File: src/rtl/fp_mul_pkg.sv
// Shared types, constants and helpers for the sequential floating-point multiplier.
// Widths are passed in because the package itself is not parameterised.
package fp_mul_pkg;

  typedef enum logic [1:0] {
    ST_IDLE = 2'd0,
    ST_MUL  = 2'd1,
    ST_NORM = 2'd2,
    ST_DONE = 2'd3
  } state_t;

  typedef enum logic [1:0] {
    CLS_ZERO   = 2'd0,
    CLS_NORMAL = 2'd1,
    CLS_INF    = 2'd2,
    CLS_NAN    = 2'd3
  } fp_class_t;

  localparam int FLAG_INVALID   = 2;
  localparam int FLAG_OVERFLOW  = 1;
  localparam int FLAG_UNDERFLOW = 0;

  function automatic int fp_bias(input int exp_w);
    return (1 << (exp_w - 1)) - 1;
  endfunction

  // Quiet NaN with only the top fraction bit set, positive sign.
  function automatic logic [63:0] fp_canon_nan(input int exp_w, input int man_w);
    logic [63:0] one;
    one = 64'd1;
    return (((one << exp_w) - one) << man_w) | (one << (man_w - 1));
  endfunction

  // Exponent field zero is flushed to zero regardless of fraction.
  function automatic fp_class_t fp_classify(input logic exp_zero,
                                            input logic exp_ones,
                                            input logic frac_zero);
    if (exp_zero) return CLS_ZERO;
    if (exp_ones) return frac_zero ? CLS_INF : CLS_NAN;
    return CLS_NORMAL;
  endfunction

endpackage

File: src/rtl/fp_mant_seq_mul.sv
// Iterative shift-add significand multiplier, one multiplier bit per cycle, LSB first.
// start loads operands; done is high during the last iteration cycle, product valid after that edge.
module fp_mant_seq_mul #(
  parameter int M = 24
) (
  input  logic           clk,
  input  logic           rst,
  input  logic           start,
  input  logic [M-1:0]   mcand,
  input  logic [M-1:0]   mplier,
  output logic           done,
  output logic [2*M-1:0] product
);

  localparam int CW = $clog2(M + 1);

  logic [CW-1:0]  cnt;
  logic           busy;
  logic [M-1:0]   mcand_q;
  logic [2*M-1:0] acc;
  logic [M:0]     sum;

  // Upper half accumulates; the multiplier shifts out of the lower half as product bits shift in.
  assign sum     = {1'b0, acc[2*M-1:M]} + {1'b0, (acc[0] ? mcand_q : {M{1'b0}})};
  assign done    = busy && (cnt == CW'(M - 1));
  assign product = acc;

  always_ff @(posedge clk or posedge rst) begin
    if (rst) begin
      cnt     <= '0;
      busy    <= 1'b0;
      mcand_q <= '0;
      acc     <= '0;
    end else if (start) begin
      cnt     <= '0;
      busy    <= 1'b1;
      mcand_q <= mcand;
      acc     <= {{M{1'b0}}, mplier};
    end else if (busy) begin
      acc <= {sum, acc[M-1:1]};
      cnt <= cnt + CW'(1);
      if (done) busy <= 1'b0;
    end
  end

endmodule

File: src/rtl/fp_mul_seq.sv
// Multi-cycle IEEE-754-style multiplier; MAN_W+3 edges normal path, 2 edges for specials.
// One op in flight: in_ready only in IDLE, result held until out_ready. FP_MUL_RNE_EN selects RNE over truncation.
module fp_mul_seq
  import fp_mul_pkg::*;
#(
  parameter  int EXP_W = 8,
  parameter  int MAN_W = 23,
  localparam int W     = 1 + EXP_W + MAN_W
) (
  input  logic         clk,
  input  logic         rst,
  input  logic         in_valid,
  output logic         in_ready,
  input  logic [W-1:0] a,
  input  logic [W-1:0] b,
  output logic         out_valid,
  input  logic         out_ready,
  output logic [W-1:0] result,
  output logic [2:0]   flags
);

  localparam int M  = MAN_W + 1;
  localparam int PW = 2 * M;
  localparam int E2 = EXP_W + 2;

  localparam logic signed [E2-1:0] BIAS_E    = E2'(fp_bias(EXP_W));
  localparam logic signed [E2-1:0] EXP_MAX   = E2'((1 << EXP_W) - 1);
  localparam logic signed [E2-1:0] EXP_ZERO  = '0;
  localparam logic [63:0]          NAN64     = fp_canon_nan(EXP_W, MAN_W);
  localparam logic [W-1:0]         CANON_NAN = NAN64[W-1:0];

  state_t state_q, state_d;

  logic             a_sign, b_sign, sgn;
  logic [EXP_W-1:0] a_exp, b_exp;
  logic [MAN_W-1:0] a_frac, b_frac;
  fp_class_t        a_cls, b_cls;

  assign {a_sign, a_exp, a_frac} = a;
  assign {b_sign, b_exp, b_frac} = b;
  assign sgn   = a_sign ^ b_sign;
  assign a_cls = fp_classify(a_exp == '0, &a_exp, a_frac == '0);
  assign b_cls = fp_classify(b_exp == '0, &b_exp, b_frac == '0);

  logic signed [E2-1:0] exp_sum;
  assign exp_sum = $signed({2'b00, a_exp}) + $signed({2'b00, b_exp}) - BIAS_E;

  logic         is_special;
  logic [W-1:0] spec_res;
  logic [2:0]   spec_flags;

  always_comb begin
    is_special = 1'b1;
    spec_res   = '0;
    spec_flags = '0;
    if (a_cls == CLS_NAN || b_cls == CLS_NAN) begin
      spec_res = CANON_NAN;
    end else if ((a_cls == CLS_INF && b_cls == CLS_ZERO) ||
                 (b_cls == CLS_INF && a_cls == CLS_ZERO)) begin
      spec_res                 = CANON_NAN;
      spec_flags[FLAG_INVALID] = 1'b1;
    end else if (a_cls == CLS_INF || b_cls == CLS_INF) begin
      spec_res = {sgn, {EXP_W{1'b1}}, {MAN_W{1'b0}}};
    end else if (a_cls == CLS_ZERO || b_cls == CLS_ZERO) begin
      spec_res = {sgn, {(W-1){1'b0}}};
    end else begin
      is_special = 1'b0;
    end
  end

  logic          accept, mul_start, mul_done;
  logic [PW-1:0] prod;

  fp_mant_seq_mul #(.M(M)) u_mant (
    .clk     (clk),
    .rst     (rst),
    .start   (mul_start),
    .mcand   ({1'b1, a_frac}),
    .mplier  ({1'b1, b_frac}),
    .done    (mul_done),
    .product (prod)
  );

  always_ff @(posedge clk or posedge rst) begin
    if (rst) state_q <= ST_IDLE;
    else     state_q <= state_d;
  end

  // Specials skip the multiplier and pass through NORM so they leave one edge after capture.
  always_comb begin
    state_d   = state_q;
    accept    = 1'b0;
    mul_start = 1'b0;
    case (state_q)
      ST_IDLE: if (in_valid) begin
        accept    = 1'b1;
        mul_start = !is_special;
        state_d   = is_special ? ST_NORM : ST_MUL;
      end
      ST_MUL:  if (mul_done) state_d = ST_NORM;
      ST_NORM: state_d = ST_DONE;
      ST_DONE: if (out_ready) state_d = ST_IDLE;
      default: state_d = ST_IDLE;
    endcase
  end

  assign in_ready  = (state_q == ST_IDLE);
  assign out_valid = (state_q == ST_DONE);

  logic                 sign_q, special_q;
  logic signed [E2-1:0] exp_q;
  logic [W-1:0]         result_q;
  logic [2:0]           flags_q;

  logic                 prod_msb;
  logic [PW-1:0]        prod_n;
  logic [MAN_W-1:0]     frac_t, frac_r;
  logic [MAN_W:0]       frac_sum;
  logic                 round_up, carry, unused_bits;
  logic signed [E2-1:0] exp_n, exp_f;

  assign prod_msb = prod[PW-1];
  assign prod_n   = prod_msb ? prod : {prod[PW-2:0], 1'b0};
  assign frac_t   = prod_n[PW-2 -: MAN_W];
  assign exp_n    = exp_q + $signed({{(E2-1){1'b0}}, prod_msb});

`ifdef FP_MUL_RNE_EN
  logic guard, sticky;
  assign guard       = prod_n[MAN_W];
  assign sticky      = |prod_n[MAN_W-1:0];
  assign round_up    = guard & (sticky | frac_t[0]);
  assign unused_bits = prod_n[PW-1];
`else
  assign round_up    = 1'b0;
  assign unused_bits = ^{prod_n[PW-1], prod_n[MAN_W:0]};
`endif

  // A rounding carry leaves frac_r at zero, which is the renormalised fraction.
  assign frac_sum = {1'b0, frac_t} + {{MAN_W{1'b0}}, round_up};
  assign carry    = frac_sum[MAN_W];
  assign frac_r   = frac_sum[MAN_W-1:0];
  assign exp_f    = exp_n + $signed({{(E2-1){1'b0}}, carry});

  logic [W-1:0] norm_res;
  logic [2:0]   norm_flags;

  always_comb begin
    norm_res   = {sign_q, exp_f[EXP_W-1:0], frac_r};
    norm_flags = '0;
    if (exp_f >= EXP_MAX) begin
      norm_res                  = {sign_q, {EXP_W{1'b1}}, {MAN_W{1'b0}}};
      norm_flags[FLAG_OVERFLOW] = 1'b1;
    end else if (exp_f <= EXP_ZERO) begin
      norm_res                   = {sign_q, {(W-1){1'b0}}};
      norm_flags[FLAG_UNDERFLOW] = 1'b1;
    end
  end

  always_ff @(posedge clk or posedge rst) begin
    if (rst) begin
      sign_q    <= 1'b0;
      special_q <= 1'b0;
      exp_q     <= '0;
      result_q  <= '0;
      flags_q   <= '0;
    end else if (accept) begin
      sign_q    <= sgn;
      special_q <= is_special;
      exp_q     <= exp_sum;
      result_q  <= spec_res;
      flags_q   <= spec_flags;
    end else if (state_q == ST_NORM && !special_q) begin
      result_q <= norm_res;
      flags_q  <= norm_flags;
    end
  end

  assign result = result_q;
  assign flags  = flags_q;

endmodule
File: config.mk
export PLATFORM = sky130hd
export DESIGN_NAME = fp_mul_seq
export DESIGN_NICKNAME = d
export VERILOG_FILES = /design/src/rtl/fp_mul_pkg.sv /design/src/rtl/fp_mant_seq_mul.sv /design/src/rtl/fp_mul_seq.sv
export SDC_FILE = /design/constraint.sdc
export NUM_CORES = 1
export LEC_CHECK = 0
export CAP_MARGIN = 20
export CELL_PAD_IN_SITES_DETAIL_PLACEMENT = 0
export CELL_PAD_IN_SITES_GLOBAL_PLACEMENT = 1
export CORE_MARGIN = 5
export CORE_UTILIZATION = 40
export CTS_BUF_LIST = sky130_fd_sc_hd__clkbuf_8
export DETAILED_ROUTE_END_ITERATION = 6
export HOLD_SLACK_MARGIN = 0.1
export PLACE_DENSITY_LB_ADDON = 0.1
export SKIP_LAST_GASP = 1
export SYNTH_ARGS = -nofsm -noshare
export SYNTH_HDL_FRONTEND = slang
export SYNTH_SLANG_ARGS = --single-unit
File: constraint.sdc
create_clock -name clk -period 4.8 [get_ports clk]
set_input_delay 0.48 -clock clk [delete_from_list [all_inputs] [get_ports clk]]
set_output_delay 0.48 -clock clk [all_outputs]
set_load 0.005 [all_outputs]
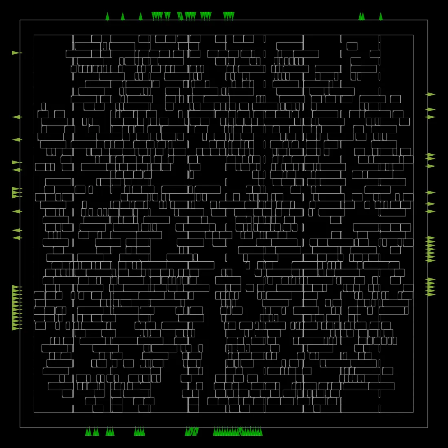
run_1/final_placement.png
filler instances: 1817
seq_cells: 127
Core Rows: 50
tap cell count: 234

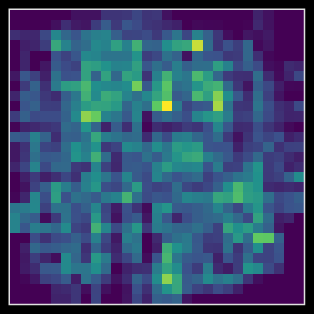
run_1/wire_density.png
(2 px per um) 29 x 29 tiles, from dark purple (low) to yellow (high), scaled to the fullest tile. Values are wire area over tile area, all layers added.
fullest tile: 0.50
emptiest ninth of the die: upper right
nearly empty tiles: 13%
densest ninth of the die: top center
tiles over half the peak: 11%
mean over tiles: 0.13

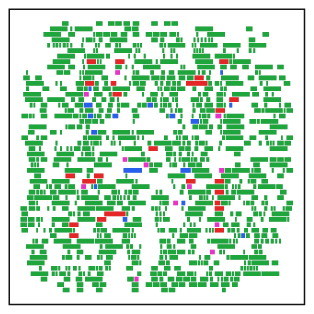
run_1/drive_strength.png
(2 px per um)
[drive 2] blue | cells: 16 | most used: clkinv_2
[drive 1 or less] green | cells: 875 | most used: nand2_1
[drive 3 to 4] magenta | cells: 12 | most used: buf_4
[drive 6 and up] red | cells: 24 | most used: clkbuf_8

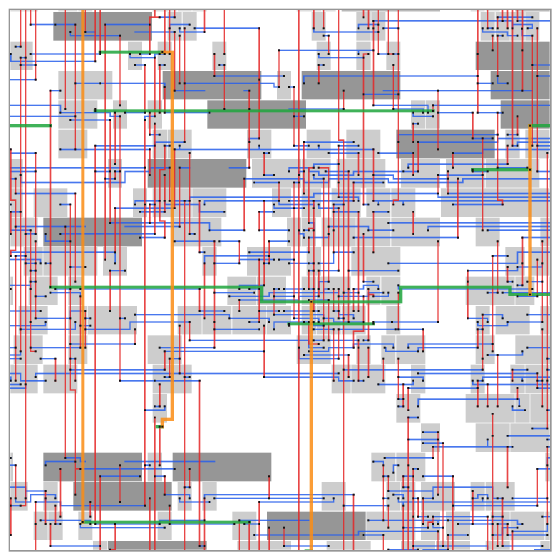
run_1/zoom.png
Window x 48 to 98, y 78 to 128 um. Cells in gray, sequential cells in the stronger gray; small squares are vias.
[met1] blue
[met2] red
[met4] orange
[met3] green
most frequent: nand2_1 (37), dfrtp_1 (14), nor2_1 (13)
cells with their middle in the window: 152
netlist names of flops here include: u_mant.mcand_q (11), u_mant.product (3)
sequential cells in the window: 14

==> results_slide.txt, run 1 <==
Synthesis and Place & Route Summary

Status
  – Status: finished, final reports clean

Synth
  – Syn Area/Cell: around 9 sq um
  – Most instantiated library cell after synthesis: nand2_1
  – Asr flop ratio synth: 1.00
  – Synth Cell Area: around 0.0075 sq mm
  – Synthesis Warnings: 0
  – Yosys chip area: around 0.0075 sq mm
  – Synth cell count leaders: 169 x nand2_1, 127 x dfrtp_1, 69 x o21ai_0
  – Post-synthesis sequential area ratio: 0.424
  – Cell taking the most area after synthesis: dfrtp_1
  – Commonest flop: dfrtp_1
  – XORs/XNORs by Area: 0.0456
  – Synth flops: between 100 and 150

GRT
  – Largest net degree at the start of global routing: approximately 65
  – Initial antenna violation count: 0
  – Busiest grt layer: met2
  – Overflow after GRT: 0

Final timing
  – Setup_tns: 0 ns
  – Clk_skew: 0.0134 ns
  – Final setup fails: 0
  – Slew Viols, Final: 0
  – RSZ-0062 raised after global routing: no
  – Tmin final: 3.55 ns
  – Hold Vio Cnt, Final: 0

Critical path
  – CP Max Fanout: 25
  – Crit-path cells: and2_1 > ha_1 > inv_1 > fa_1 > nor2b_1 > o2111ai_1 > nand4b_1 > o21ai_1 > o21ai_1 > o31ai_2 > and3_1 > o41a_1 > a2111oi_2
  – CP max stage cell: dfrtp_1
  – CP required: between 5 and 6 ns
  – CP peak stage delay: slightly above 0.8 ns
  – Crit Path Class: flip-flop to flip-flop
  – Top cell by count, worst path: o21ai_1

Cells and area
  – Most frequent cells in the layout: 169 x nand2_1, 126 x dfrtp_1, 104 x clkdlybuf4s50_1
  – Share of layout cells above drive strength 1: 0.0561
  – Bufs w/o clock: around 110
  – Layout clock area frac: 0.0436
  – Mi-comb count: between 600 and 700
  – Largest class: multi-input combinational cells
  – Reg area: around 0.0032 sq mm
  – Area grow syn2layout: 21.9%

Detailed routing
  – Vias per Instance: around 5.2
  – Drt total wl: around 18000 um
  – DRC errors left: 0
  – Max layer used: met4
  – Wl on met1: 9000 um
  – Wire length on met3: about 660 um
  – DRT iter0 DRCs: around 260
  – Detailed-route via count: just over 6k
  – Antenna Nets Post-Route: 0
  – WL met2: approximately 8600 um

Die
  – Die area: about 0.022 sq mm
  – Die height: between 100 and 150 um
  – Core Box Area: between 0.015 and 0.02 sq mm
  – Die x size: roughly 150 um
  – Boundary pin count: between 100 and 150

Clock tree
  – Clk_lat worst skew: ~0.44 ns
  – CTS buffer count: 17
  – Clk buf depth: 2
  – Root buffer cell: clkbuf_8
  – CTS sink cnt: roughly 130

Worst hold path
  – Hold path depth: 1

Power and ir drop
  – Group drawing the most power: combinational logic
  – Comb pwr share: 0.442
  – P_sw: 0.00206 W
  – Part of the power in registers: 0.378
  – Maximum vdd ir drop: between 0.2 and 0.25 mV
  – Clk power: 0.000935 W
  – Comb. pwr: 0.00229 W

Placed design
  – Place WS: ~1.3 ns
  – Routability cong.: around 0.85
  – Placed cell area: between 0.008 and 0.009 sq mm
  – I/O Buffers: approximately 100
  – DP Cell Count: roughly 1.1k
[run 1: flip-flops by register name (all words and copies together), names as in the netlist, 2 cells and up]
| signal | cells |
|---|---|
| result | 32 |
| u_mant.product | 48 |
| u_mant.mcand_q | 24 |
| flags | 3 |
| state_q | 2 |
| exp_q | 10 |
| u_mant.cnt | 5 |
[run 1: final timing paths]
path	start	slack [ns]	end
worst max-delay path	u_mant.product[0]	1.25	u_mant.product[47]
worst min-delay path	u_mant.mcand_q[23]	0.46	u_mant.mcand_q[23]
worst max register to register	u_mant.product[0]	1.25	u_mant.product[47]
worst min register to register	u_mant.mcand_q[23]	0.46	u_mant.mcand_q[23]
max in group asynchronous	rst	3.28	result[15]
min in group asynchronous	rst	0.56	u_mant.product[45]
run_1/pdn.png
(3 px per um) Pins as bars on the die edge.
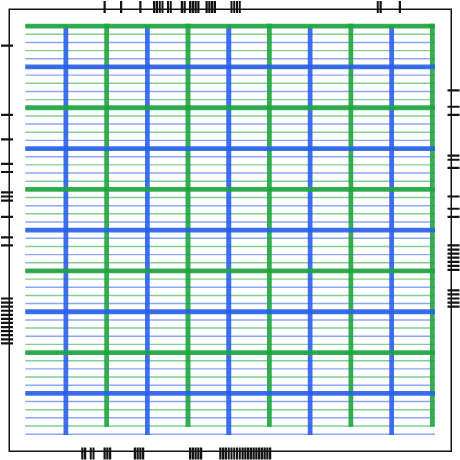

==> run 2: changes to the inputs <==
Clock period 4.8 ns to 3.7 ns, I/O delays scaled along.
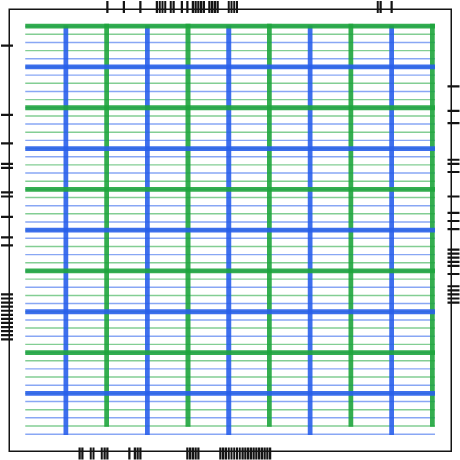
run_2/pdn.png
(3 px per um) Pins as bars on the die edge.
[VSS] blue
[VDD] green
met5 straps: 10
rows: 50

==> run 2 against run 1 <==
Effect of this change:
- count of clock-buffer cells in the layout increased by 1
- global-route usage decreased by 0.25 points
- worst setup slack lost 0.78 ns
- clock power up 43%
==> results_slide.txt, run 2 <==
Synthesis and Place & Route Summary

Detailed routing
  – DRT iter0 DRCs: 274 (+7.5%)
  – Max layer used: met4
  – Antenna Nets Post-Route: 0 (unchanged)
  – Wire length on met3: 621 um (-5.3%)
  – WL met2: 8510 um (-1.5%)
  – Wl on met1: 8940 um (-0.67%)
  – Vias per Instance: 5.16 (-1.5%)
  – Drt total wl: 18300 um (-0.66%)
  – Detailed-route via count: 5997 (-1.4%)
  – DRC errors left: 0 (unchanged)

Cells and area
  – Layout clock area frac: 0.0477 (+0.00412)
  – Area grow syn2layout: 22.9%
  – Most frequent cells in the layout: 169 x nand2_1, 126 x dfrtp_1, 104 x clkdlybuf4s50_1
  – Share of layout cells above drive strength 1: 0.0571 (+0.000956)
  – Final core occ: 0.495
  – Final Net Count: approximately 1.0k
  – Finished Layout Cells: between 1k and 1.5k
  – Mi-comb count: 635 (unchanged)
  – Max FFs per register: 48 (unchanged)
  – Bufs w/o clock: 114 (+2.7%)
  – Logic area: around 0.004 sq mm
  – Reg area: 0.00318 sq mm (unchanged)
  – Inverters: 22
  – Largest class: multi-input combinational cells
  – Filler instances: 1771 (-2.5%)
  – Seq_cells: 127 (unchanged)

Clock tree
  – Root buffer cell: clkbuf_8
  – CTS sink cnt: 127 (unchanged)
  – CTS buffer count: 17 (unchanged)
  – CTS resizes: 0
  – Clk buf depth: 2 (unchanged)
  – Clk_lat worst skew: 0.44 ns (about the same)

Synth
  – Asr flop ratio synth: 1.00 (unchanged)
  – Syn Area/Cell: 9.08 sq um (unchanged)
  – Synth cell count leaders: 169 x nand2_1, 127 x dfrtp_1, 69 x o21ai_0
  – Synth unique cells: between 60 and 70
  – Commonest flop: dfrtp_1
  – Most instantiated library cell after synthesis: nand2_1
  – Synthesis Warnings: 0 (unchanged)
  – Synth Cell Area: 0.00749 sq mm (unchanged)
  – Post-synthesis sequential area ratio: 0.424 (unchanged)
  – Cell taking the most area after synthesis: dfrtp_1
  – Synth flops: 127 (unchanged)
  – Yosys chip area: 0.00749 sq mm (unchanged)

Critical path
  – R2R Path End: u_mant.product[46]
  – Reg-to-reg startpoint: u_mant.product[0]
  – CP Max Fanout: 18 (-28%)
  – Crit Path Class: flip-flop to flip-flop
  – R2r worst-path depth: 12
  – Worst setup path end: u_mant.product[46]
  – R2r setup slk: 0.46 ns (-0.78 ns)
  – CP required: 4.03 ns (-1.10 ns)
  – CP max stage cell: or4b_1
  – Critical path origin: u_mant.product[0]
  – CP peak stage delay: 0.48 ns (-0.33 ns)
  – Crit-path cells: buf_4 > and2_1 > ha_1 > or3_1 > o221ai_1 > nor2_1 > o21ai_2 > a31oi_1 > o311ai_1 > a21oi_1 > or4b_1 > o2111a_1

Final timing
  – Slew Viols, Final: 0 (unchanged)
  – RSZ-0062 raised after global routing: no
  – Slew HR: 0.503
  – Tcrit/Tclk final: 0.875
  – Final setup fails: 0 (unchanged)
  – Clk_skew: 0.0105 ns (-0.00291 ns)
  – Setup_tns: 0 ns (unchanged)
  – Tmin final: 3.24 ns (-0.317 ns)
  – Hold Vio Cnt, Final: 0 (unchanged)
  – Hold Slack: around 0.43 ns

GRT
  – Initial antenna violation count: 0 (unchanged)
  – Overflow after GRT: 0 (unchanged)
  – Largest net degree at the start of global routing: 128 (+97%)

Die
  – Core Rows: 50 (unchanged)
  – Die height: 147 um (unchanged)
  – Tap cell count: 234 (unchanged)
  – Boundary pin count: 105 (unchanged)
  – Die area: 0.0216 sq mm (unchanged)
  – Die x size: 147 um (unchanged)
  – Core Box Area: 0.0186 sq mm (unchanged)

Power and ir drop
  – Maximum vdd ir drop: 0.301 mV (+35%)

Placed design
  – Post-detail-place hpwl: ~14000 um
  – I/O Buffers: 104 (unchanged)
  – DP Cell Count: 1132 (+0.27%)
  – Place WS: 0.492 ns (-0.780 ns)
  – Routability cong.: 0.888 (+5.0%)
  – Placed cell area: 0.00877 sq mm (+0.42%)

Status
  – Status: finished, final reports clean
[run 2: cell counts after synthesis]
Identical to the previous run, type by type.
[run 2: layer usage]
metal,track usage,up-vias
met5,0,-
met4,0.0513,0
met3,0.0355,18
met2,0.275,83
met1,0.240,2841
li1,-,3055
[run 2: cell families (layout without fill, tap and decap cells)]
logic type      count (synthesis)  in the layout  share of synthesized area
simple gates                  326            326                      0.195
compound gates                158            158                      0.134
flops                         127            127                      0.424
mux                            64             64                     0.0855
buf+inv                        63            167                     0.0331
fa+ha+maj                      48             48                     0.0822
xor+xnor                       39             39                     0.0456
[run 2: power by group]
part	switching, W	leakage, nW	total (W)	internal [W]
clock network	0.000563	0.226	0.00134	0.000781
registers	0.000506	1.61	0.00252	0.00201
logic	0.00158	2.54	0.00303	0.00144
No activity file was given, so power comes from the tool's default toggle rates.
